$ cat config.mk
export PLATFORM = sky130hd
export DESIGN_NAME = axi_master_read_flat
export DESIGN_NICKNAME = d
export VERILOG_FILES = /design/src/rtl/axi_master_read_if.sv /design/src/rtl/axi_master_read.sv /design/src/flat_wrapper.sv
export SDC_FILE = /design/constraint.sdc
export NUM_CORES = 1
export LEC_CHECK = 0
export ABC_AREA = 1
export CORE_AREA = 2 2 97 99
export CTS_CLUSTER_SIZE = 8
export DETAILED_ROUTE_END_ITERATION = 8
export DIE_AREA = 0 0 99 101
export DONT_BUFFER_PORTS = 1
export PLACE_DENSITY_LB_ADDON = 0.08
export SLEW_MARGIN = 20
export SYNTH_ARGS = -nofsm -noshare
export SYNTH_HDL_FRONTEND = slang
export SYNTH_SLANG_ARGS = --single-unit
$ cat constraint.sdc
create_clock -name ACLK -period 3.8 [get_ports ACLK]
set_input_delay 0.38 -clock ACLK [delete_from_list [all_inputs] [get_ports ACLK]]
set_output_delay 0.38 -clock ACLK [all_outputs]
set_load 0.01 [all_outputs]
$ cat src/rtl/axi_master_read_if.sv
// AXI4 read-address and read-data channels for axi_master_read.
// master drives AR and RREADY; slave drives ARREADY and the R beat.
interface axi_master_read_if;
    logic [3:0]  M_AXI_ARID;
    logic [31:0] M_AXI_ARADDR;
    logic [7:0]  M_AXI_ARLEN;
    logic [2:0]  M_AXI_ARSIZE;
    logic [1:0]  M_AXI_ARBURST;
    logic        M_AXI_ARLOCK;
    logic [3:0]  M_AXI_ARCACHE;
    logic [2:0]  M_AXI_ARPROT;
    logic [3:0]  M_AXI_ARQOS;
    logic        M_AXI_ARVALID;
    logic        M_AXI_ARREADY;
    logic [3:0]  M_AXI_RID;
    logic [63:0] M_AXI_RDATA;
    logic [1:0]  M_AXI_RRESP;
    logic        M_AXI_RLAST;
    logic        M_AXI_RVALID;
    logic        M_AXI_RREADY;

    modport master (
        output M_AXI_ARID, M_AXI_ARADDR, M_AXI_ARLEN, M_AXI_ARSIZE,
        output M_AXI_ARBURST, M_AXI_ARLOCK, M_AXI_ARCACHE, M_AXI_ARPROT,
        output M_AXI_ARQOS, M_AXI_ARVALID, M_AXI_RREADY,
        input  M_AXI_ARREADY, M_AXI_RID, M_AXI_RDATA, M_AXI_RRESP,
        input  M_AXI_RLAST, M_AXI_RVALID
    );

    modport slave (
        input  M_AXI_ARID, M_AXI_ARADDR, M_AXI_ARLEN, M_AXI_ARSIZE,
        input  M_AXI_ARBURST, M_AXI_ARLOCK, M_AXI_ARCACHE, M_AXI_ARPROT,
        input  M_AXI_ARQOS, M_AXI_ARVALID, M_AXI_RREADY,
        output M_AXI_ARREADY, M_AXI_RID, M_AXI_RDATA, M_AXI_RRESP,
        output M_AXI_RLAST, M_AXI_RVALID
    );
endinterface

$ cat src/rtl/axi_master_read.sv
// Single-outstanding AXI4 INCR read master streaming beats into a FIFO.
// Define AXI_RD_CHECK_EN to flag bad RRESP/RLAST on the sticky RD_ERR.
module axi_master_read (
    input  logic              ACLK,
    input  logic              ARESETN,
    axi_master_read_if.master m_axi,
    input  logic              RD_START,
    input  logic [31:0]       RD_ADRS,
    input  logic [9:0]        RD_LEN,
    output logic              RD_READY,
    output logic              RD_FIFO_WE,
    output logic [63:0]       RD_FIFO_DATA,
    output logic              RD_DONE,
    output logic              RD_ERR
);

    typedef enum logic [2:0] {
        S_RD_IDLE  = 3'd0,
        S_RA_WAIT  = 3'd1,
        S_RA_START = 3'd2,
        S_RD_WAIT  = 3'd3,
        S_RD_PROC  = 3'd4,
        S_RD_DONE  = 3'd5
    } state_e;

    state_e      state_q;
    logic        arvalid_q;
    logic [31:0] araddr_q;
    logic [7:0]  arlen_q;
    logic [7:0]  cnt_q;
    logic        len_ok;
    logic [7:0]  len_m1;
    logic        beat;

    // 256 wraps to 0 in the low byte, so the minus-one still yields 8'hFF
    assign len_ok = (RD_LEN != 10'd0) && (RD_LEN <= 10'd256);
    assign len_m1 = RD_LEN[7:0] - 8'd1;
    assign beat   = m_axi.M_AXI_RVALID && (state_q == S_RD_PROC);

    assign m_axi.M_AXI_ARID    = 4'b1111;
    assign m_axi.M_AXI_ARADDR  = araddr_q;
    assign m_axi.M_AXI_ARLEN   = arlen_q;
    assign m_axi.M_AXI_ARSIZE  = 3'b011;
    assign m_axi.M_AXI_ARBURST = 2'b01;
    assign m_axi.M_AXI_ARLOCK  = 1'b0;
    assign m_axi.M_AXI_ARCACHE = 4'b0010;
    assign m_axi.M_AXI_ARPROT  = 3'b000;
    assign m_axi.M_AXI_ARQOS   = 4'b0000;
    assign m_axi.M_AXI_ARVALID = arvalid_q;
    assign m_axi.M_AXI_RREADY  = (state_q == S_RD_PROC);

    assign RD_READY     = (state_q == S_RD_IDLE);
    assign RD_DONE      = (state_q == S_RD_DONE);
    assign RD_FIFO_WE   = beat;
    assign RD_FIFO_DATA = m_axi.M_AXI_RDATA;

    always_ff @(posedge ACLK or negedge ARESETN) begin
        if (!ARESETN) begin
            state_q   <= S_RD_IDLE;
            arvalid_q <= 1'b0;
            araddr_q  <= 32'd0;
            arlen_q   <= 8'd0;
            cnt_q     <= 8'd0;
        end else begin
            unique case (state_q)
                S_RD_IDLE: begin
                    if (RD_START && len_ok) begin
                        araddr_q <= RD_ADRS;
                        arlen_q  <= len_m1;
                        cnt_q    <= len_m1;
                        state_q  <= S_RA_WAIT;
                    end
                end
                S_RA_WAIT: state_q <= S_RA_START;
                S_RA_START: begin
                    arvalid_q <= 1'b1;
                    state_q   <= S_RD_WAIT;
                end
                S_RD_WAIT: begin
                    if (m_axi.M_AXI_ARREADY) begin
                        arvalid_q <= 1'b0;
                        state_q   <= S_RD_PROC;
                    end
                end
                // the beat counter, not RLAST, ends the burst
                S_RD_PROC: begin
                    if (beat) begin
                        if (cnt_q == 8'd0) state_q <= S_RD_DONE;
                        else               cnt_q   <= cnt_q - 8'd1;
                    end
                end
                S_RD_DONE: state_q <= S_RD_IDLE;
                default: begin
                    state_q   <= S_RD_IDLE;
                    arvalid_q <= 1'b0;
                end
            endcase
        end
    end

`ifdef AXI_RD_CHECK_EN
    logic err_q;
    logic unused_rid;

    assign unused_rid = ^m_axi.M_AXI_RID;
    assign RD_ERR     = err_q;

    always_ff @(posedge ACLK or negedge ARESETN) begin
        if (!ARESETN) begin
            err_q <= 1'b0;
        end else if (beat && ((m_axi.M_AXI_RRESP != 2'b00) ||
                     (m_axi.M_AXI_RLAST != (cnt_q == 8'd0)))) begin
            err_q <= 1'b1;
        end
    end
`else
    logic unused_rsp;

    assign unused_rsp = ^{m_axi.M_AXI_RID, m_axi.M_AXI_RRESP,
                          m_axi.M_AXI_RLAST};
    assign RD_ERR     = 1'b0;
`endif

endmodule

$ cat src/flat_wrapper.sv
// flat-port wrapper written by rule: the top's interface ports become plain ports
module axi_master_read_flat 
  (ACLK, ARESETN, RD_START, RD_ADRS, RD_LEN, RD_READY, RD_FIFO_WE, RD_FIFO_DATA, RD_DONE, RD_ERR, m_axi_M_AXI_ARID, m_axi_M_AXI_ARADDR, m_axi_M_AXI_ARLEN, m_axi_M_AXI_ARSIZE, m_axi_M_AXI_ARBURST, m_axi_M_AXI_ARLOCK, m_axi_M_AXI_ARCACHE, m_axi_M_AXI_ARPROT, m_axi_M_AXI_ARQOS, m_axi_M_AXI_ARVALID, m_axi_M_AXI_RREADY, m_axi_M_AXI_ARREADY, m_axi_M_AXI_RID, m_axi_M_AXI_RDATA, m_axi_M_AXI_RRESP, m_axi_M_AXI_RLAST, m_axi_M_AXI_RVALID);
  axi_master_read_if m_axi_i ();
  input  logic ACLK;
  input  logic ARESETN;
  input  logic RD_START;
  input  logic [31:0] RD_ADRS;
  input  logic [9:0] RD_LEN;
  output logic RD_READY;
  output logic RD_FIFO_WE;
  output logic [63:0] RD_FIFO_DATA;
  output logic RD_DONE;
  output logic RD_ERR;
  output wire logic [$bits(m_axi_i.M_AXI_ARID)-1:0] m_axi_M_AXI_ARID;
  output wire logic [$bits(m_axi_i.M_AXI_ARADDR)-1:0] m_axi_M_AXI_ARADDR;
  output wire logic [$bits(m_axi_i.M_AXI_ARLEN)-1:0] m_axi_M_AXI_ARLEN;
  output wire logic [$bits(m_axi_i.M_AXI_ARSIZE)-1:0] m_axi_M_AXI_ARSIZE;
  output wire logic [$bits(m_axi_i.M_AXI_ARBURST)-1:0] m_axi_M_AXI_ARBURST;
  output wire logic [$bits(m_axi_i.M_AXI_ARLOCK)-1:0] m_axi_M_AXI_ARLOCK;
  output wire logic [$bits(m_axi_i.M_AXI_ARCACHE)-1:0] m_axi_M_AXI_ARCACHE;
  output wire logic [$bits(m_axi_i.M_AXI_ARPROT)-1:0] m_axi_M_AXI_ARPROT;
  output wire logic [$bits(m_axi_i.M_AXI_ARQOS)-1:0] m_axi_M_AXI_ARQOS;
  output wire logic [$bits(m_axi_i.M_AXI_ARVALID)-1:0] m_axi_M_AXI_ARVALID;
  output wire logic [$bits(m_axi_i.M_AXI_RREADY)-1:0] m_axi_M_AXI_RREADY;
  input wire logic [$bits(m_axi_i.M_AXI_ARREADY)-1:0] m_axi_M_AXI_ARREADY;
  input wire logic [$bits(m_axi_i.M_AXI_RID)-1:0] m_axi_M_AXI_RID;
  input wire logic [$bits(m_axi_i.M_AXI_RDATA)-1:0] m_axi_M_AXI_RDATA;
  input wire logic [$bits(m_axi_i.M_AXI_RRESP)-1:0] m_axi_M_AXI_RRESP;
  input wire logic [$bits(m_axi_i.M_AXI_RLAST)-1:0] m_axi_M_AXI_RLAST;
  input wire logic [$bits(m_axi_i.M_AXI_RVALID)-1:0] m_axi_M_AXI_RVALID;
  assign m_axi_M_AXI_ARID = m_axi_i.M_AXI_ARID;
  assign m_axi_M_AXI_ARADDR = m_axi_i.M_AXI_ARADDR;
  assign m_axi_M_AXI_ARLEN = m_axi_i.M_AXI_ARLEN;
  assign m_axi_M_AXI_ARSIZE = m_axi_i.M_AXI_ARSIZE;
  assign m_axi_M_AXI_ARBURST = m_axi_i.M_AXI_ARBURST;
  assign m_axi_M_AXI_ARLOCK = m_axi_i.M_AXI_ARLOCK;
  assign m_axi_M_AXI_ARCACHE = m_axi_i.M_AXI_ARCACHE;
  assign m_axi_M_AXI_ARPROT = m_axi_i.M_AXI_ARPROT;
  assign m_axi_M_AXI_ARQOS = m_axi_i.M_AXI_ARQOS;
  assign m_axi_M_AXI_ARVALID = m_axi_i.M_AXI_ARVALID;
  assign m_axi_M_AXI_RREADY = m_axi_i.M_AXI_RREADY;
  assign m_axi_i.M_AXI_ARREADY = m_axi_M_AXI_ARREADY;
  assign m_axi_i.M_AXI_RID = m_axi_M_AXI_RID;
  assign m_axi_i.M_AXI_RDATA = m_axi_M_AXI_RDATA;
  assign m_axi_i.M_AXI_RRESP = m_axi_M_AXI_RRESP;
  assign m_axi_i.M_AXI_RLAST = m_axi_M_AXI_RLAST;
  assign m_axi_i.M_AXI_RVALID = m_axi_M_AXI_RVALID;
  axi_master_read u_core (.ACLK(ACLK), .ARESETN(ARESETN), .m_axi(m_axi_i), .RD_START(RD_START), .RD_ADRS(RD_ADRS), .RD_LEN(RD_LEN), .RD_READY(RD_READY), .RD_FIFO_WE(RD_FIFO_WE), .RD_FIFO_DATA(RD_FIFO_DATA), .RD_DONE(RD_DONE), .RD_ERR(RD_ERR));
endmodule
gate_families.png
Scale: 4 px per um.
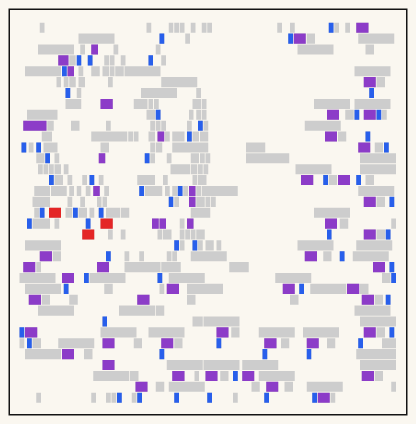
inverting AOI/OAI gates: drawn in purple, cells 53, most used o21ai_2, where spread over the die. inverters: drawn in blue, cells 62, most used inv_1, where spread over the die. XOR/XNOR gates: drawn in red, cells 3, most used xor2_1.
logic share of the area: 42.8%
Post-Layout Cell Count: 473

==> summary.txt <==
fresh numbers from the pnr run: outcome completed, static leakage between 1.5 and 2 nW, CTS Sinks ~52, antenna violations before repair 0, Max Cap Violations 0, post-CTS sizing 0, slowest CP cell buf_4, Chip Area roughly 10000 um2, CTS tree done, GRT met1 Usage between 10% and 20%, cycle use final 58.7%, fin nets 483, Most Used Layer, Global Route met2, R2R Path Start u_core.state_q[1], Setup Buffers After CTS 0, crit path time final 2.23 ns, fill count about 950, top cells, area dfrtp_1, buf_4, o21ai_2, Netlist cell types 28, clkbuf count 6, Cell Area, Placed 3060 um2, CTS Buf Count 5, max FFs per register 32, combinational power share between 30% and 40%, comb. cell area around 1400 um2, area of the mapped netlist approximately 3600 um2, crit path from u_core.state_q[1], most frequent cell after synthesis buf_4, worst-path maximum fanout between 50 and 60, XORs/XNORs by Area less than 1%, OpenROAD warnings 35, global placement routability congestion approximately 0.81, H-tree Lvls 2, worst setup path end u_core.m_axi.M_AXI_ARADDR[20], Hold Fails Final Rpt 0, Setup WS post-layout 1.57 ns, Area leader share a little over a third, Top pwr grp sequential cells, Mapped Avg Cell Area 8.40 um2, Core Rows 35, WL met2 just under 3000 um, total net switching power approximately 1.0 mW, max-slew violations 0, Syn Inst Count between 400 and 500, type of the worst setup path flip-flop to flip-flop, non-clock buffer count 4, Post-synth ARST share 100%, startpoint types flip-flop, Seq area share between 40% and 50%, vias in the first global route 2070, arrival time worst endpoint 2.46 ns, worst slack, placed ~1.2 ns, flip-flops around 52, P&R area growth vs syn -10.7%, setup TNS 0 ns, Worst setup EP type flip-flop, Reg2Reg Capture Point u_core.m_axi.M_AXI_ARADDR[20], DP Wirelength 4510 um, PwrDens 739 nW/um2, Synth Area in Adders 1.39%, Mux area share 0.278%, die width between 90 and 100 um, EDFF count, synth 0, Hold Crit Class input pin to flip-flop, antenna cells 0, Reg2Reg Setup Slack roughly 1.6 ns, Crit path depth 8, worst vdd ir between 200 and 300 uV, Max Used Layer met4, Post-synth regs 52, GR Util All Layers ~12%, P_int roughly 1.4 mW, drt total wl 6210 um, mi-comb count 236, clk root buf clkbuf_8, Max Clk Rate between 400 and 500 MHz, main flop type after synthesis dfrtp_1, Core Area 8980 um2, Tap Count about 110, seq pwr about 1.2 mW, vias after detailed routing ~2200, Main logic family buffers and inverters, switching share of total power between 40 and 50%
clock_map.png
Scale: 4 px per um.
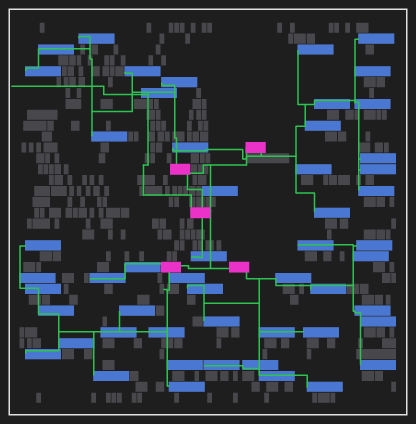
cells driving clock nets: drawn in magenta, count 5. clock wires: drawn in green, length 748 um. flip-flops: drawn in blue, count 52.
There are 6 routed clock nets. Position of the flops: spread over the die.
proportion of power drawn by the clock network: 16.5%
Clk. pwr: 392 uW
clk ins delay skew pair: 0.31 ns
Clock Skews: 0.00854 ns

Power figures rest on the tool's default switching activity, not on a simulated workload.
